==> run_1/met2.png <==
The bar under the picture is 20 um long. Cells faint in the background.
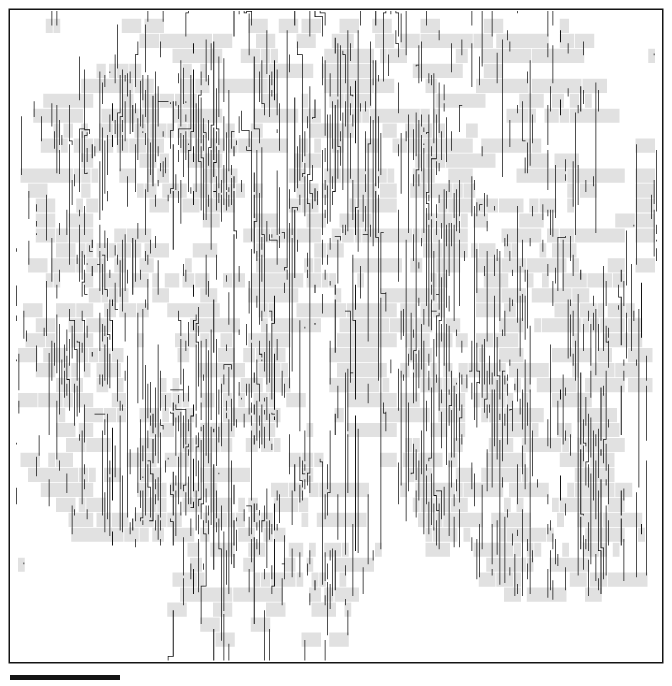
==> run_1/zoom.png <==
The bar under the picture is 10 um long. Region (39, 16) to (79, 56) um. Cells in grey, sequential cells in the stronger grey; small squares are vias.
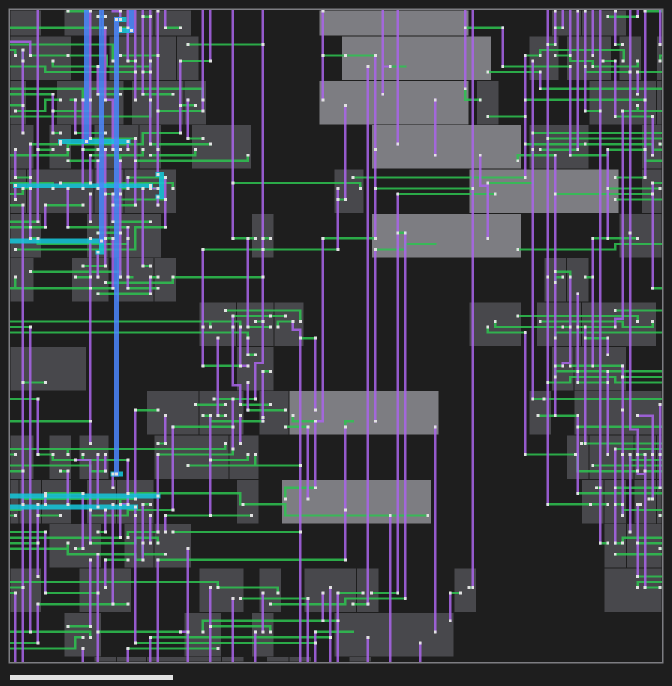
==> run_1/drive_strength.png <==
The bar under the picture is 20 um long.
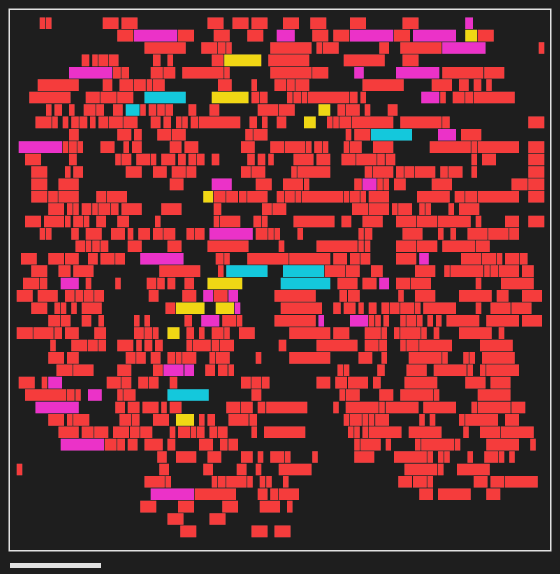
## src/rtl/pacman_sprite_gen_if.sv

```systemverilog
// Pixel-stage bus between the VGA timing core, the sprite renderer and its consumers.
interface pacman_sprite_gen_if;
  logic [9:0] h;
  logic [9:0] v;
  logic       hs_in;
  logic       vs_in;
  logic [1:0] dir_req;
  logic       dir_valid;
  logic [3:0] r;
  logic [3:0] g;
  logic [3:0] b;
  logic       hs_out;
  logic       vs_out;
  logic [9:0] px_x;
  logic [9:0] px_y;
  logic       frame_tick;

  modport master (
    output h, v, hs_in, vs_in, dir_req, dir_valid,
    input  r, g, b, hs_out, vs_out, px_x, px_y, frame_tick
  );

  modport slave (
    input  h, v, hs_in, vs_in, dir_req, dir_valid,
    output r, g, b, hs_out, vs_out, px_x, px_y, frame_tick
  );
endinterface

```

## src/rtl/pacman_sprite_gen.sv

```systemverilog
// Pac-Man sprite renderer: per-frame movement FSM, mouth animation and a
// two-stage pixel pipeline producing RGB444 with matching sync delay.
module pacman_sprite_gen #(
  parameter int SIZE     = 16,
  parameter int START_X  = 312,
  parameter int START_Y  = 232,
  parameter int STEP     = 1,
  parameter int ANIM_DIV = 8
) (
  input logic               pclk,
  input logic               rst_n,
  pacman_sprite_gen_if.slave bus
);
  localparam logic [1:0] IDLE    = 2'd0;
  localparam logic [1:0] MOVING  = 2'd1;
  localparam logic [1:0] BLOCKED = 2'd2;

  localparam logic [1:0] DIR_R = 2'd0;
  localparam logic [1:0] DIR_L = 2'd1;
  localparam logic [1:0] DIR_U = 2'd2;
  localparam logic [1:0] DIR_D = 2'd3;

  localparam logic [1:0] CLOSED = 2'd0;
  localparam logic [1:0] OPEN   = 2'd1;
  localparam logic [1:0] WIDE   = 2'd2;

  localparam int CW = (ANIM_DIV > 1) ? $clog2(ANIM_DIV) : 1;
  localparam logic signed [11:0] X_MAX  = 12'(640 - SIZE);
  localparam logic signed [11:0] Y_MAX  = 12'(480 - SIZE);
  localparam logic signed [11:0] STEP_S = 12'(STEP);

  logic          vs_d, frame_tick_q;
  logic [1:0]    state, dir, pend, pstep;
  logic          seen_valid;
  logic [CW-1:0] anim_cnt;
  logic [9:0]    px_x_q, px_y_q;

  logic [1:0]        pend_eff;
  logic              any_valid;
  logic signed [11:0] nx, ny;
  logic [9:0]        cl_x, cl_y;
  logic              at_bound;

  // Effective request for this cycle (same-cycle strobe bypasses the latch) and the clamped step
  always_comb begin
    pend_eff  = bus.dir_valid ? bus.dir_req : pend;
    any_valid = seen_valid | bus.dir_valid;
    nx = $signed({2'b00, px_x_q});
    ny = $signed({2'b00, px_y_q});
    case (pend_eff)
      DIR_R:   nx = nx + STEP_S;
      DIR_L:   nx = nx - STEP_S;
      DIR_U:   ny = ny - STEP_S;
      default: ny = ny + STEP_S;
    endcase
    cl_x = nx[11] ? '0 : ((nx > X_MAX) ? X_MAX[9:0] : nx[9:0]);
    cl_y = ny[11] ? '0 : ((ny > Y_MAX) ? Y_MAX[9:0] : ny[9:0]);
    case (pend_eff)
      DIR_R:   at_bound = (cl_x == X_MAX[9:0]);
      DIR_L:   at_bound = (cl_x == '0);
      DIR_U:   at_bound = (cl_y == '0);
      default: at_bound = (cl_y == Y_MAX[9:0]);
    endcase
  end

  // Frame tick from vsync falling edge; movement FSM and animation advance only on that tick
  always_ff @(posedge pclk or negedge rst_n) begin
    if (!rst_n) begin
      vs_d         <= 1'b1;
      frame_tick_q <= 1'b0;
      state        <= IDLE;
      dir          <= DIR_R;
      pend         <= DIR_R;
      seen_valid   <= 1'b0;
      anim_cnt     <= '0;
      pstep        <= '0;
      px_x_q       <= 10'(START_X);
      px_y_q       <= 10'(START_Y);
    end else begin
      vs_d         <= bus.vs_in;
      frame_tick_q <= vs_d & ~bus.vs_in;
      if (bus.dir_valid) begin
        pend       <= bus.dir_req;
        seen_valid <= 1'b1;
      end
      if (frame_tick_q) begin
        case (state)
          IDLE: if (any_valid) state <= MOVING;
          MOVING: begin
            dir    <= pend_eff;
            px_x_q <= cl_x;
            px_y_q <= cl_y;
            if (at_bound) state <= BLOCKED;
            if (anim_cnt == CW'(ANIM_DIV - 1)) begin
              anim_cnt <= '0;
              pstep    <= pstep + 2'd1;
            end else begin
              anim_cnt <= anim_cnt + 1'b1;
            end
          end
          BLOCKED: begin
            // dir still holds the direction that hit the wall
            if (pend_eff != dir) begin
              dir    <= pend_eff;
              px_x_q <= cl_x;
              px_y_q <= cl_y;
              state  <= MOVING;
            end
          end
          default: state <= IDLE;
        endcase
      end
    end
  end

  logic [10:0] hx, vy;
  logic        s1_vis, s1_in, s1_hs, s1_vs;
  logic [3:0]  s1_dx, s1_dy;

  assign hx = {1'b0, bus.h} - {1'b0, px_x_q};
  assign vy = {1'b0, bus.v} - {1'b0, px_y_q};

  // Stage 1: visibility, sprite box test and in-sprite offsets
  always_ff @(posedge pclk or negedge rst_n) begin
    if (!rst_n) begin
      s1_vis <= 1'b0;
      s1_in  <= 1'b0;
      s1_dx  <= '0;
      s1_dy  <= '0;
      s1_hs  <= 1'b1;
      s1_vs  <= 1'b1;
    end else begin
      s1_vis <= (bus.h < 10'd640) && (bus.v < 10'd480);
      s1_in  <= !hx[10] && (hx[9:0] < 10'(SIZE)) && !vy[10] && (vy[9:0] < 10'(SIZE));
      s1_dx  <= hx[3:0];
      s1_dy  <= vy[3:0];
      s1_hs  <= bus.hs_in;
      s1_vs  <= bus.vs_in;
    end
  end

  logic signed [5:0] cx, cy, fwd, perp, aperp;
  logic signed [9:0] cx_w, cy_w, rad2;
  logic [6:0]        ap2;
  logic [1:0]        phase, face;
  logic              body, mouth;

  // Stage 2 combinational: centred coords, disc test, mouth wedge rotated into facing direction
  always_comb begin
    cx   = $signed({1'b0, s1_dx, 1'b0}) - 6'sd15;
    cy   = $signed({1'b0, s1_dy, 1'b0}) - 6'sd15;
    cx_w = $signed({{4{cx[5]}}, cx});
    cy_w = $signed({{4{cy[5]}}, cy});
    rad2 = cx_w * cx_w + cy_w * cy_w;
    body = s1_in && (rad2 <= 10'sd225);
    face = (state == IDLE) ? DIR_R : dir;
    case (face)
      DIR_R:   begin fwd = cx;  perp = cy; end
      DIR_L:   begin fwd = -cx; perp = cy; end
      DIR_U:   begin fwd = -cy; perp = cx; end
      default: begin fwd = cy;  perp = cx; end
    endcase
    aperp = perp[5] ? -perp : perp;
    ap2   = {aperp, 1'b0};
    phase = (pstep == 2'd2) ? WIDE : ((pstep[0]) ? OPEN : CLOSED);
    case (phase)
      WIDE:    mouth = (fwd > 6'sd0) && (aperp <= fwd);
      OPEN:    mouth = (fwd > 6'sd0) && (ap2 <= {1'b0, fwd});
      default: mouth = 1'b0;
    endcase
  end

  logic [3:0] r_q, g_q, b_q;
  logic       hs_q, vs_q;

  // Stage 2 registers: final colour and sync aligned to it
  always_ff @(posedge pclk or negedge rst_n) begin
    if (!rst_n) begin
      r_q  <= '0;
      g_q  <= '0;
      b_q  <= '0;
      hs_q <= 1'b1;
      vs_q <= 1'b1;
    end else begin
      r_q  <= (s1_vis && body && !mouth) ? 4'hF : 4'h0;
      g_q  <= (s1_vis && body && !mouth) ? 4'hF : 4'h0;
      b_q  <= '0;
      hs_q <= s1_hs;
      vs_q <= s1_vs;
    end
  end

  assign bus.r          = r_q;
  assign bus.g          = g_q;
  assign bus.b          = b_q;
  assign bus.hs_out     = hs_q;
  assign bus.vs_out     = vs_q;
  assign bus.px_x       = px_x_q;
  assign bus.px_y       = px_y_q;
  assign bus.frame_tick = frame_tick_q;
endmodule
```

## src/flat_wrapper.sv

```systemverilog
// flat-port wrapper written by rule: the top's interface ports become plain ports
module pacman_sprite_gen_flat 
#(
  parameter int SIZE     = 16,
  parameter int START_X  = 312,
  parameter int START_Y  = 232,
  parameter int STEP     = 1,
  parameter int ANIM_DIV = 8
)
  (pclk, rst_n, bus_h, bus_v, bus_hs_in, bus_vs_in, bus_dir_req, bus_dir_valid, bus_r, bus_g, bus_b, bus_hs_out, bus_vs_out, bus_px_x, bus_px_y, bus_frame_tick);
  pacman_sprite_gen_if bus_i ();
  input logic pclk;
  input logic rst_n;
  input wire logic [$bits(bus_i.h)-1:0] bus_h;
  input wire logic [$bits(bus_i.v)-1:0] bus_v;
  input wire logic [$bits(bus_i.hs_in)-1:0] bus_hs_in;
  input wire logic [$bits(bus_i.vs_in)-1:0] bus_vs_in;
  input wire logic [$bits(bus_i.dir_req)-1:0] bus_dir_req;
  input wire logic [$bits(bus_i.dir_valid)-1:0] bus_dir_valid;
  output wire logic [$bits(bus_i.r)-1:0] bus_r;
  output wire logic [$bits(bus_i.g)-1:0] bus_g;
  output wire logic [$bits(bus_i.b)-1:0] bus_b;
  output wire logic [$bits(bus_i.hs_out)-1:0] bus_hs_out;
  output wire logic [$bits(bus_i.vs_out)-1:0] bus_vs_out;
  output wire logic [$bits(bus_i.px_x)-1:0] bus_px_x;
  output wire logic [$bits(bus_i.px_y)-1:0] bus_px_y;
  output wire logic [$bits(bus_i.frame_tick)-1:0] bus_frame_tick;
  assign bus_i.h = bus_h;
  assign bus_i.v = bus_v;
  assign bus_i.hs_in = bus_hs_in;
  assign bus_i.vs_in = bus_vs_in;
  assign bus_i.dir_req = bus_dir_req;
  assign bus_i.dir_valid = bus_dir_valid;
  assign bus_r = bus_i.r;
  assign bus_g = bus_i.g;
  assign bus_b = bus_i.b;
  assign bus_hs_out = bus_i.hs_out;
  assign bus_vs_out = bus_i.vs_out;
  assign bus_px_x = bus_i.px_x;
  assign bus_px_y = bus_i.px_y;
  assign bus_frame_tick = bus_i.frame_tick;
  pacman_sprite_gen #(.SIZE(SIZE), .START_X(START_X), .START_Y(START_Y), .STEP(STEP), .ANIM_DIV(ANIM_DIV)) u_core (.pclk(pclk), .rst_n(rst_n), .bus(bus_i));
endmodule
```

## config.mk

```make
export PLATFORM = sky130hd
export DESIGN_NAME = pacman_sprite_gen_flat
export DESIGN_NICKNAME = d
export VERILOG_FILES = /design/src/rtl/pacman_sprite_gen_if.sv /design/src/rtl/pacman_sprite_gen.sv /design/src/flat_wrapper.sv
export SDC_FILE = /design/constraint.sdc
export NUM_CORES = 1
export LEC_CHECK = 0
export CAP_MARGIN = 20
export CORE_UTILIZATION = 43
export CTS_CLUSTER_SIZE = 30
export DETAILED_ROUTE_END_ITERATION = 16
export HOLD_SLACK_MARGIN = 0.02
export SYNTH_ARGS = -nofsm -noshare
export SYNTH_HDL_FRONTEND = slang
export SYNTH_SLANG_ARGS = --single-unit
```

## constraint.sdc

```tcl
create_clock -name pclk -period 9.8 [get_ports pclk]
set_input_delay 1.47 -clock pclk [delete_from_list [all_inputs] [get_ports pclk]]
set_output_delay 1.47 -clock pclk [all_outputs]
set_load 0.02 [all_outputs]
```

==> impl_metrics.yaml, run 1 <==
# flow metrics
logic_synthesis:
  yosys.area_share.adder: 0.2586
  synthDistinctLibCells: 78
  post_synth_ao_oa_area_fraction: 0.1829
  yosys-stat-cells: 669
  postSynth.asyncResetShare: 1.000
  edf_count: 0
  netlist.top_cell.by_area: "dfrtp_1"
  synth-main-ff-cell: "dfrtp_1"
  yosysTopAreaCellShare: 0.1544
  postSynthAreaPerCell_sq_um: 8.723
  numSynthFlops: 48
  yosysWarningCount: 0
clocking:
  worst_skew_pair.late_latency_ns: 0.31
  tritoncts_clock_tree: "done"
  cts.clk_slew.worst_paths_ns: 0.07
  tritoncts_num_sinks: 48
  cts_max_level: 2
  cts_hold_buffers: 0
  clockBufferDepth: 2
sta:
  setup_viol: 0
  hold_viol: 0
  measured_slew_at_the_worst_slew_check_pin_ns: 0.8857
  worst_slew_margin_rel: 0.3969
  clock-skew-final_ns: 0.01154
  layout_min_cycle_time_ns: 5.895
  grt_setup_unrepaired: "no"
  timing.final.crit_share: 0.6015
  final_max_slew_viol_count: 0
global_route:
  met3_usage: 0.03427
  antenna_found_initial: 0
  grt_first_pass_wirelength_um: 23930
  grt.met1_usage: 0.2704
  first_global_vias: 4955
  grt_util_all_layers: 0.2136
placement:
  place.gp.congestion: 0.8795
  place.port_buffers: 57
die:
  dieArea_sq_mm: 0.01404
  floorplan.tapcells: 176
  num_rows: 42
layout:
  stdcell_count: 882
  final_layout_size_suffix_gt1_frac: 0.07082
  antenna_cells_inserted: 0
  num-fill-cells: 1268
  mostFrequentLayoutCell: "inv_1"
  n_multi_input_combinational_cell: 497
  layout.sequential_cells: 48
  fraction_of_the_core_area_covered_by_cells_at_the_end_of_the_flow: 0.5018
  combAreaFraction: 0.6166
worst_setup_path:
  critical-path-max-stage-delay_ns: 0.60
  crit_path_start_kind: "flip-flop"
  cp_top_family: "adder cells"
  worst_path_most_repeated_cell: "fa_1"
  reg2reg_setup_slack_ns: 3.90
  path_max_fanout: 10
  cpMaxStageDelayCell: "dfrtp_1"
  worstPathCellList: "clkinv_1 -> nand2_1 -> inv_1 -> ha_1 -> fa_1 -> fa_1 -> inv_1 -> fa_1 -> inv_1 -> fa_1 -> inv_1 -> fa_1 -> inv_1 -> ha_1 -> fa_1 -> a21o_1 -> a21oi_1 -> xnor2_1 -> xnor2_1 -> o211ai_1 -> a31oi_1"
  cp.buffers_inverters: 6
drt:
  wire_per_inst_um: 15.99
  wirelength_met1_um: 6436
  detail_route.wirelength_um: 14100
  starting_drc_count_in_detailed_routing: 219
  drt_pre_antenna_iters: 5
  met2WireLength_um: 6989
status:
  run_status: "completed"
run:
  timing.max_cap.violations: 0
Back to the opening pictures, met2.png:
main direction: vertical
wire length on this layer: 6,990 um
longest straight run: 51.0 um
nets with wire on the layer: 709
total vias in the final route: 4,879
met2 track demand over resource in global routing: 0.3743

Back to the opening pictures, zoom.png:
legend:
  green:
    layer: met1
  blue:
    layer: met4
  cyan:
    layer: met3
  purple:
    layer: met2
most frequent: nand2_1 (10), nor2_1 (8), dfrtp_1 (8)
sequential cells in the window: 8
cells with their middle in the window: 93
netlist names of flops here include: u_core.s1_dx (3), u_core.bus.px_x (2), u_core.s1_dy (2)

Back to the opening pictures, drive_strength.png:
legend:
  red:
    size: drive 1 or less
    cells: 656
    share: 93%
  magenta:
    size: drive 2
    cells: 32
    share: 4.5%
  yellow:
    size: drive 3 to 4
    cells: 11
    share: 1.6%
  cyan:
    size: drive 6 and up
    cells: 7
    share: 0.99%
final worst-path setup slack: 3.905 ns
final instance area: 0.006645 sq mm
growth of design area from synthesis to finish: 13.87%
Non-CTS buffers: 60

## run 1: synth_stat cells (all sizes together), types with 4 or more instances
library cell and instances:
inv 92, ha 63, nand2 43, o21ai 41, xnor2 40, dfrtp 36, fa 36, nor2 36
a21oi 26, a21o 17, buf 17, clkbuf 17, nand3 16, nand4 13, nor4 13, a31oi 12
dfstp 12, mux2i 9, nand2b 8, nor2b 8, nor3 8, o22ai 7, or2 6, or3 6
or4 6, xor2 6, and2 5, mux2 5, o211ai 5, o211a 4, o31ai 4
## run 1: metrics by stage
stage	cell area (sq um)	setup WS [ns]	hold WS, ns
2_1_floorplan	5847	4.196	0.3452
3_3_place_gp	6474	4.070	0.3463
3_5_place_dp	6474	3.879	0.3473
4_1_cts	6645	3.867	0.3574
5_1_grt	6645	3.486	0.3661
6_report	6645	3.905	0.3563
## run 1: final timing paths
| check | startpoint | to | depth (start not counted) |
|---|---|---|---|
| min | u_core.s1_hs | u_core.bus.hs_out | 0 |
| min in group asynchronous | rst_n | u_core.anim_cnt[0] | 2 |
| max reg2reg | u_core.s1_dx[3] | u_core.bus.r[2] | 21 |
| max in group asynchronous | rst_n | u_core.bus.px_x[0] | 2 |
| max | u_core.s1_dx[3] | u_core.bus.r[2] | 21 |
| min reg2reg | u_core.s1_hs | u_core.bus.hs_out | 0 |
## run 1: sequential cells by signal (all words and copies together) (netlist names)
name,flops
u_core.s1_dy,4
u_core.anim_cnt,3
u_core.bus.vs_out,1
u_core.bus.px_x,10
u_core.bus.hs_out,1
u_core.s1_in,1
u_core.vs_d,1
u_core.bus.px_y,10
u_core.pend,2
u_core.bus.r,1
u_core.s1_vis,1
u_core.dir,2
u_core.bus.frame_tick,1
u_core.state,2
u_core.seen_valid,1
u_core.s1_hs,1
u_core.pstep,2
u_core.s1_dx,4
==> run_1/met1.png <==
The bar under the picture is 20 um long. Supply wires on this layer in grey. Cells faint in the background.
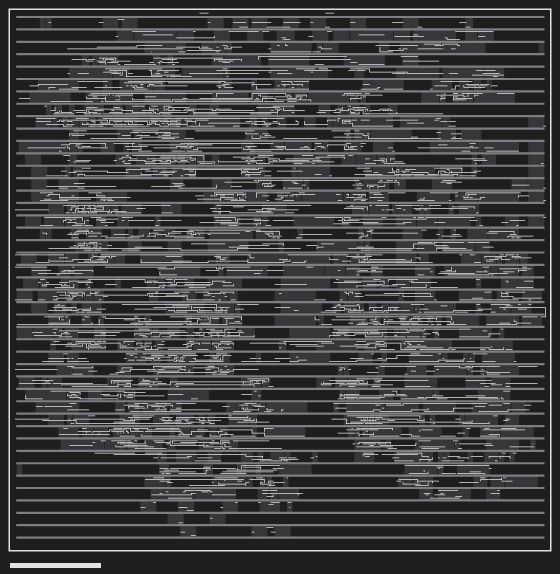

--- run 2 (diff from run 1) ---
- clock period: 9.8 -> 6 ns (I/O delays scaled with it)
==> run_2/met1.png <==
The bar under the picture is 20 um long. Supply wires on this layer in grey. Cells faint in the background.
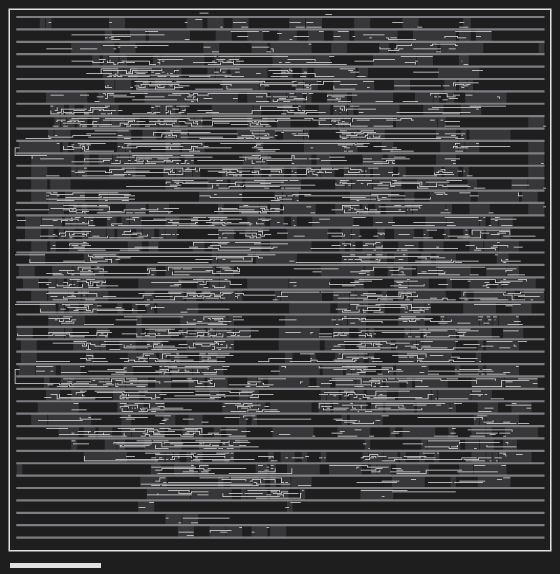
main direction: horizontal
share of all routed wire: 44%
met1 capacity usage during global routing: 0.2709
total vias in the final route: 4,975

==> run_2/met2.png <==
The bar under the picture is 20 um long. Cells faint in the background.
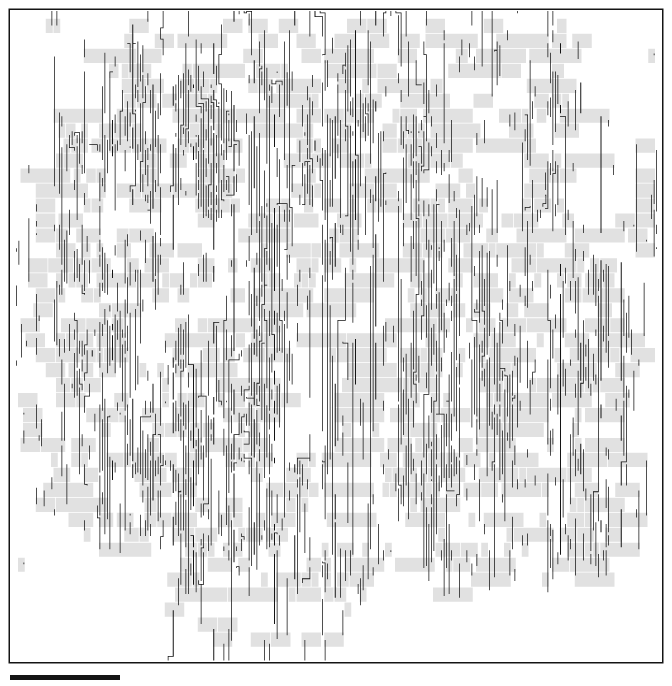
main direction: vertical
share of all routed wire: 50%
routed wire length: 14,380 um
met2 track demand over resource in global routing: 0.3853

==> run 2 against run 1 <==
Against the previous run: area after synthesis stayed put; clock skew is 0.0056 ns lower; wire length is 2.0% higher; register-to-register slack worse by 3.5 ns.
==> impl_metrics.yaml, run 2 <==
# flow metrics
status:
  run_status: "completed"
die:
  dieArea_sq_mm: 0.01404
  fp.dieH_um: 118.5
  chipWidth_um: 118.5
  fp_util: 0.4407
  num_rows: 42
  i_o_pin_total: 62
  coreArea_sq_mm: 0.01324
logic_synthesis:
  yosys-stat-cells: 669
  synth.yosys.seq_area_share: 0.2084
  synth_area_sq_mm: 0.005836
  yosysWarningCount: 0
  edf_count: 0
  yosysChipArea_sq_mm: 0.005836
  synth_top_cell_by_count: "inv_1"
  topCellsByArea: "dfrtp_1, ha_1, fa_1, xnor2_1, inv_1"
  synthDistinctLibCells: 78
  postSynthAreaPerCell_sq_um: 8.723
  post_synth_most_frequent_cells: "inv_1, ha_1, nand2_1"
  numSynthFlops: 48
  netlist.top_cell.by_area: "dfrtp_1"
  postSynth.asyncResetShare: 1.000
  synth-main-ff-cell: "dfrtp_1"
  syn_inst: 669
  yosysTopAreaCellShare: 0.1544
drt:
  wire_per_inst_um: 16.25
  drtAntennaViolNets: 0
  vias_per_cell: 5.621
  detail_route.drc_violations: 0
  starting_drc_count_in_detailed_routing: 282
  drt_pre_antenna_iters: 4
layout:
  stdcell_count: 885
  net_count_final: 834
  area.growth.synth_to_final_pct: 14.30
  final_layout_size_suffix_gt1_frac: 0.07616
  mostFrequentLayoutCell: "inv_1"
  antenna_cells_inserted: 0
  lay_top_cells: "inv_1, ha_1, clkdlybuf4s50_1"
  fraction_of_the_core_area_covered_by_cells_at_the_end_of_the_flow: 0.5037
  design_area_sq_mm: 0.006670
global_route:
  first_global_vias: 4944
  grt_util_all_layers: 0.2167
  grt_first_pass_wirelength_um: 24370
  grt_start_max_net_pins: 49
  antenna_found_initial: 0
  overflow: 0
clocking:
  cts.clk_slew.worst_paths_ns: 0.07
  ctsRootBufferMaster: "clkbuf_16"
  tritoncts_clock_tree: "done"
  tritoncts_num_sinks: 48
  cts_made_buffers: 5
  cts.repair_timing.setup_buffer_count: 0
  cts_max_level: 2
  clockBufferDepth: 2
  worst_skew_pair.late_latency_ns: 0.30
worst_setup_path:
  crit_path_end_kind: "flip-flop"
  cp_top_family: "adder cells"
  worstPathCellList: "nand2_1 -> fa_1 -> inv_1 -> fa_1 -> fa_1 -> inv_1 -> fa_1 -> inv_1 -> fa_1 -> inv_1 -> fa_1 -> inv_1 -> ha_1 -> fa_1 -> a21o_1 -> a21oi_1 -> xnor2_1 -> xnor2_1 -> o211ai_1 -> a31oi_1"
  worst_path_most_repeated_cell: "fa_1"
  path_depth: 20
  crit_path_start_kind: "flip-flop"
  cp.buffers_inverters: 5
  class_of_the_most_critical_setup_path: "flip-flop to flip-flop"
  critical-path-max-stage-delay_ns: 0.56
  timing.reg2reg.worst_path_depth: 20
  critPathRequiredTime_ns: 6.22
  path_max_fanout: 8
  cpMaxStageDelayCell: "fa_1"
  worst_ep_arrival_time_ns: 5.86
sta:
  finalHoldWorstSlack_ns: 0.3568
  layout_min_cycle_time_ns: 5.642
  setup_viol: 0
  worst_slew_margin_rel: 0.5251
  measured_slew_at_the_worst_slew_check_pin_ns: 0.7049
  timing.final.ws_setup_ns: 0.3583
  fmax_ghz: 0.1773
  grt_setup_unrepaired: "no"
  clock-skew-final_ns: 0.005914
  summed_negative_setup_slack_over_all_endpoints_ns: 0
  hold_viol: 0
  timing.final.crit_share: 0.9403
  final_max_slew_viol_count: 0
placement:
  place.port_buffers: 57
  place.gp.congestion: 0.8738
  hpwl_um: 11530
  dpl_cell_area_sq_mm: 0.006496
  dpl.cell_count: 877
  preCtsSetupSlack_ns: 0.2887
min_path:
  hold-path-cell-count: 0
  min-delay-path-class: "flip-flop to flip-flop"
run:
  timing.max_cap.violations: 0
  tool_warnings: 35
==> run_2/zoom.png <==
The bar under the picture is 10 um long. Region (39, 16) to (79, 56) um. Cells in grey, sequential cells in the stronger grey; small squares are vias.
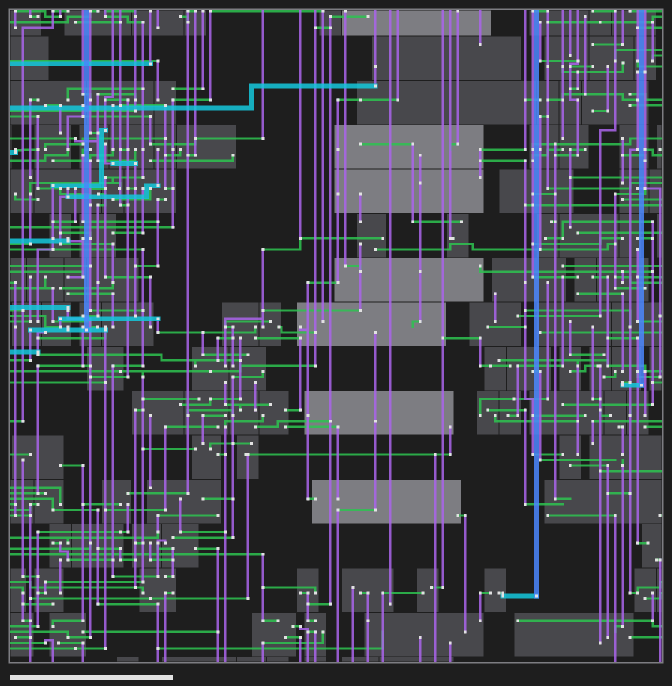
legend:
  blue:
    layer: met4
  purple:
    layer: met2
  cyan:
    layer: met3
  green:
    layer: met1
most frequent: nand2_1 (12), inv_1 (10), nor2_1 (9)
sequential cells in the window: 7
netlist names of flops here include: u_core.s1_dy (3), u_core.bus.px_x (2)
cells with their middle in the window: 107

## run 2: final cells by class
| class | instances | area (sq um) |
|---|---|---|
| fill | 1268 | 6573 |
| multi-input combinational | 497 | 4098 |
| sequential | 48 | 1217 |
| timing repair buffer | 63 | 610.6 |
| inverter | 93 | 351.6 |
| tap | 176 | 220.2 |
| clock buffer | 5 | 125.1 |
| clock inverter | 3 | 47.55 |
## run 2: repair_timing
action | CTS | global route
setup endpoints to repair | 0 | 1
hold buffers | 0 | 0
resized | 0 | 1
## run 2: layer usage
metal / share of wire / vias to the layer above / track usage
met5: 0 / - / 0
met4: 0.018 / 0 / 0.06092
met3: 0.037 / 20 / 0.03378
met2: 0.50 / 118 / 0.3853
met1: 0.44 / 2439 / 0.2709
li1: - / 2398 / -
## run 2: logic make-up after synthesis
kind of cell	Yosys count	share of synthesized area
flip-flops	48	0.2084
AND-OR/OR-AND	155	0.1829
multiplexers	14	0.02937
adder cells (fa/ha/maj)	99	0.2586
AND/OR/NAND/NOR	179	0.1597
other	1	0.0006426
buffers and inverters	127	0.09134
XOR/XNOR	46	0.06904
## run 2: worst paths after layout
kind	from	end	slack, ns
hold reg to reg	u_core.s1_hs	u_core.bus.hs_out	0.36
setup reg to reg	u_core.s1_dx[0]	u_core.bus.r[2]	0.36
hold / removal	u_core.s1_hs	u_core.bus.hs_out	0.36
setup / recovery	u_core.s1_dx[0]	u_core.bus.r[2]	0.36
max in group asynchronous	rst_n	u_core.s1_dx[1]	4.84
min in group asynchronous	rst_n	u_core.anim_cnt[0]	0.70
==> run_2/drive_strength.png <==
The bar under the picture is 20 um long.
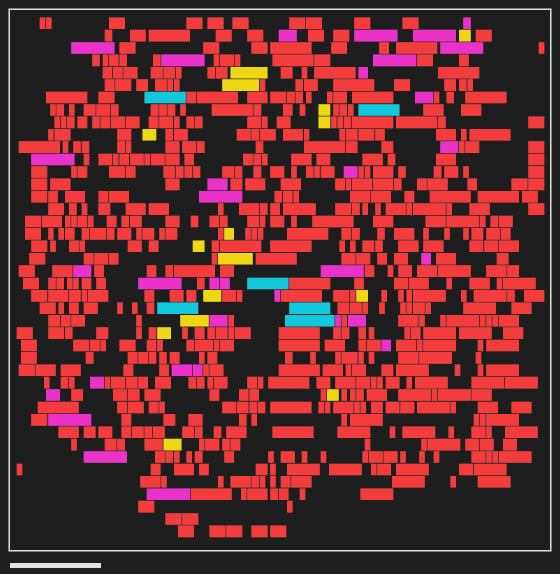

--- run 3 (diff from run 2) ---
- PLACE_DENSITY: not set -> 0.66
- clock period: 6 -> 4.92 ns (I/O delays scaled with it)
==> run_3/drive_strength.png <==
The bar under the picture is 20 um long.
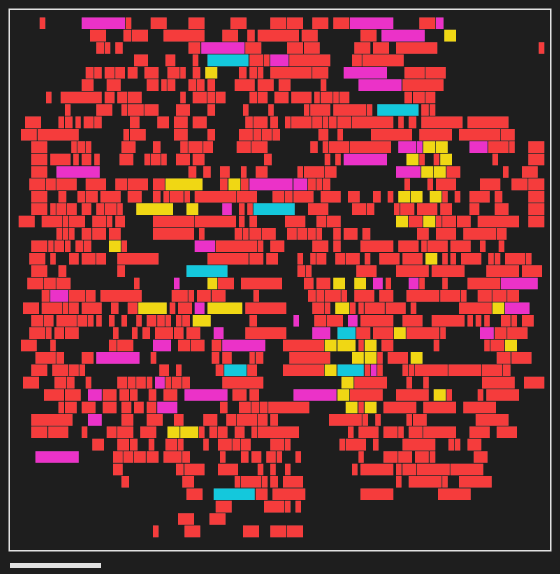
legend:
  yellow:
    size: drive 3 to 4
    cells: 43
    share: 5.8%
  red:
    size: drive 1 or less
    cells: 644
    share: 88%
  magenta:
    size: drive 2
    cells: 41
    share: 5.6%
  cyan:
    size: drive 6 and up
    cells: 8
    share: 1.1%
growth of design area from synthesis to finish: 18.16%
final worst-path setup slack: -0.2034 ns

==> run_3/met2.png <==
The bar under the picture is 20 um long. Cells faint in the background.
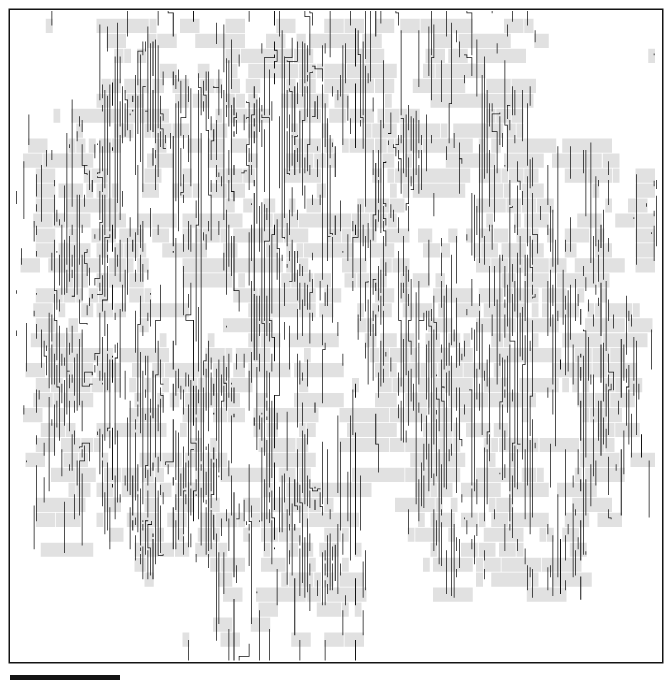
main direction: vertical
longest straight run: 59.5 um
routed wire length: 15,000 um
met2 track demand over resource in global routing: 0.4066
total vias in the final route: 5,071

==> run 3 against run 2 <==
Against the previous run: the run now ends with setup timing left; sequential share of layout area is 0.58 points lower; synthesized cell count stayed put; critical path type unchanged; critical path depth is 1 higher; area after synthesis stayed put; hold slack better by 0.0031 ns; final cell count is 3.1% higher; via count is 1.9% higher; global-route usage is 0.76 points higher; register-to-register slack worse by 0.56 ns.
==> impl_metrics.yaml, run 3 <==
# flow metrics
die:
  fp_util: 0.4407
  dieArea_sq_mm: 0.01404
  chipWidth_um: 118.5
  i_o_pin_total: 62
  num_rows: 42
  coreArea_sq_mm: 0.01324
  fp.dieH_um: 118.5
placement:
  place.port_buffers: 57
  dpl.cell_count: 904
  hpwl_um: 12230
  preCtsSetupSlack_ns: -0.2900
  place.gp.congestion: 0.9278
worst_setup_path:
  worst_ep_arrival_time_ns: 5.34
  cp_top_family: "adder cells"
  endpoint_of_the_worst_slack_reg_to_reg_timing_path: "u_core.bus.r[2]"
  worstPathCellList: "and2_4 -> inv_2 -> fa_1 -> inv_1 -> fa_1 -> fa_1 -> inv_1 -> fa_1 -> inv_1 -> fa_1 -> inv_1 -> fa_1 -> inv_1 -> ha_2 -> fa_2 -> a21o_1 -> a21oi_2 -> xnor2_1 -> xnor2_1 -> o211ai_1 -> a31oi_1"
  cpMaxStageDelayCell: "fa_1"
  critPathLaunch: "u_core.s1_dx[2]"
  crit_path_end_kind: "flip-flop"
  critPathRequiredTime_ns: 5.14
  crit_path_start_kind: "flip-flop"
  class_of_the_most_critical_setup_path: "flip-flop to flip-flop"
  cp.buffers_inverters: 6
  critical_path.endpoint: "u_core.bus.r[2]"
  reg2reg_setup_slack_ns: -0.20
  worst_path_most_repeated_cell: "fa_1"
  critical-path-max-stage-delay_ns: 0.53
  timing.reg2reg.worst_path_depth: 21
  path_max_fanout: 2
  path_depth: 21
  crit-reg2reg-launch: "u_core.s1_dx[2]"
logic_synthesis:
  synth.yosys.seq_area_share: 0.2084
  synth_area_sq_mm: 0.005836
  edf_count: 0
  syn_inst: 669
  synth_top_cell_by_count: "inv_1"
  numSynthFlops: 48
  post_synth_most_frequent_cells: "inv_1, ha_1, nand2_1"
  synth-main-ff-cell: "dfrtp_1"
  topCellsByArea: "dfrtp_1, ha_1, fa_1, xnor2_1, inv_1"
  postSynth.asyncResetShare: 1.000
  yosysTopAreaCellShare: 0.1544
  netlist.top_cell.by_area: "dfrtp_1"
  postSynthAreaPerCell_sq_um: 8.723
  yosys-stat-cells: 669
  yosysChipArea_sq_mm: 0.005836
  yosysWarningCount: 0
  synthDistinctLibCells: 78
sta:
  fmax_ghz: 0.1952
  worst_slew_margin_rel: 0.3852
  hold_viol: 0
  clock-skew-final_ns: 0.01155
  timing.final.crit_share: 1.041
  summed_negative_setup_slack_over_all_endpoints_ns: -0.2034
  grt_setup_unrepaired: "yes"
  final_max_slew_viol_count: 0
  timing.final.ws_setup_ns: -0.2034
  layout_min_cycle_time_ns: 5.123
  measured_slew_at_the_worst_slew_check_pin_ns: 0.9160
  finalHoldWorstSlack_ns: 0.3599
  setup_viol: 1
drt:
  vias_per_cell: 5.560
  drtAntennaViolNets: 0
  detail_route.drc_violations: 0
  starting_drc_count_in_detailed_routing: 236
  drt_pre_antenna_iters: 5
  wire_per_inst_um: 16.44
global_route:
  grt_util_all_layers: 0.2243
  grt_first_pass_wirelength_um: 24940
  first_global_vias: 5159
  antenna_found_initial: 0
  grt_start_max_net_pins: 49
  overflow: 0
layout:
  antenna_cells_inserted: 0
  stdcell_count: 912
  mostFrequentLayoutCell: "inv_1"
  combGateArea_sq_mm: 0.004121
  lay_top_cells: "inv_1, ha_1, clkdlybuf4s50_1"
  final_layout_size_suffix_gt1_frac: 0.1250
  num-fill-cells: 1271
  register_area_sq_mm: 0.001219
  net_count_final: 861
min_path:
  worst_hold_path_ep: "u_core.bus.hs_out"
  hold-path-cell-count: 0
  min_from: "u_core.s1_hs"
  min-delay-path-class: "flip-flop to flip-flop"
clocking:
  cts_hold_buffers: 0
  clockBufferDepth: 2
  cts_max_level: 2
  tritoncts_num_sinks: 48
  tritoncts_clock_tree: "done"
  ctsRootBufferMaster: "clkbuf_16"
  worst_skew_pair.late_latency_ns: 0.30
  cts.clk_slew.worst_paths_ns: 0.07
  cts_made_buffers: 5
run:
  timing.max_cap.violations: 0
  tool_warnings: 38
status:
  run_status: "finished with violations"
  violations: "setup timing"
==> run_3/met1.png <==
The bar under the picture is 20 um long. Supply wires on this layer in grey. Cells faint in the background.
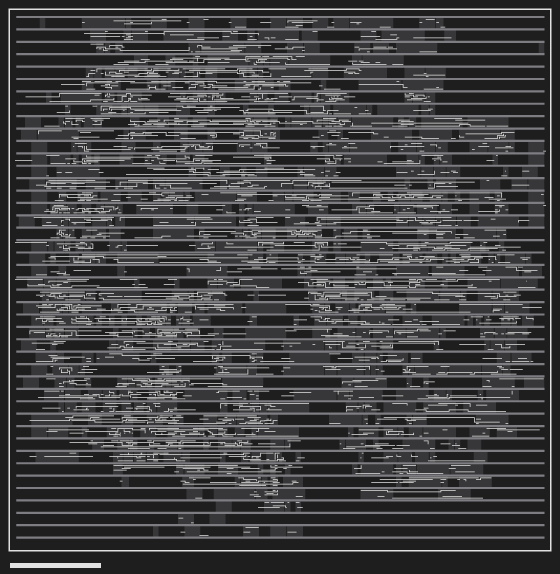
wire length on this layer: 6,460 um
nets with wire on the layer: 785
met1 capacity usage during global routing: 0.2743

## run 3: cell counts after synthesis
Identical to the previous run, type by type.
## run 3: cells by family after synthesis
family          after synthesis  synth area share
simple gates                179            0.1597
compound gates              155            0.1829
buf+inv                     127           0.09134
fa+ha+maj                    99            0.2586
flops                        48            0.2084
xor+xnor                     46           0.06904
mux                          14           0.02937
other cells                   1         0.0006426
## run 3: stage by stage
step / utilization / area (sq um)
finish: 0.5207 / 6895
global route: 0.5207 / 6895
CTS: 0.5202 / 6889
detailed placement: 0.5082 / 6730
global placement: 0.5082 / 6730
floorplan: - / 5899
## run 3: layout make-up
cell class,instances,share of cell area
clock buffer,6,0.02014
inverter,93,0.05280
clock inverter,2,0.002177
tap,176,0.03194
multi-input combinational,497,0.5977
sequential,48,0.1767
timing repair buffer,90,0.1185
## run 3: layer usage
layer | part of all wire | global-route usage | vias up
met4 | 0.025 | 0.08149 | 0
met1 | 0.43 | 0.2743 | 2478
li1 | - | - | 2458
met5 | 0 | 0 | -
met2 | 0.51 | 0.4066 | 109
met3 | 0.035 | 0.02268 | 26
## run 3: timing repair
action | CTS | global route
gates resized | 3 | 2
pin swaps | 10 | 4
setup buffers | 0 | 0
setup endpoints to repair | 1 | 1
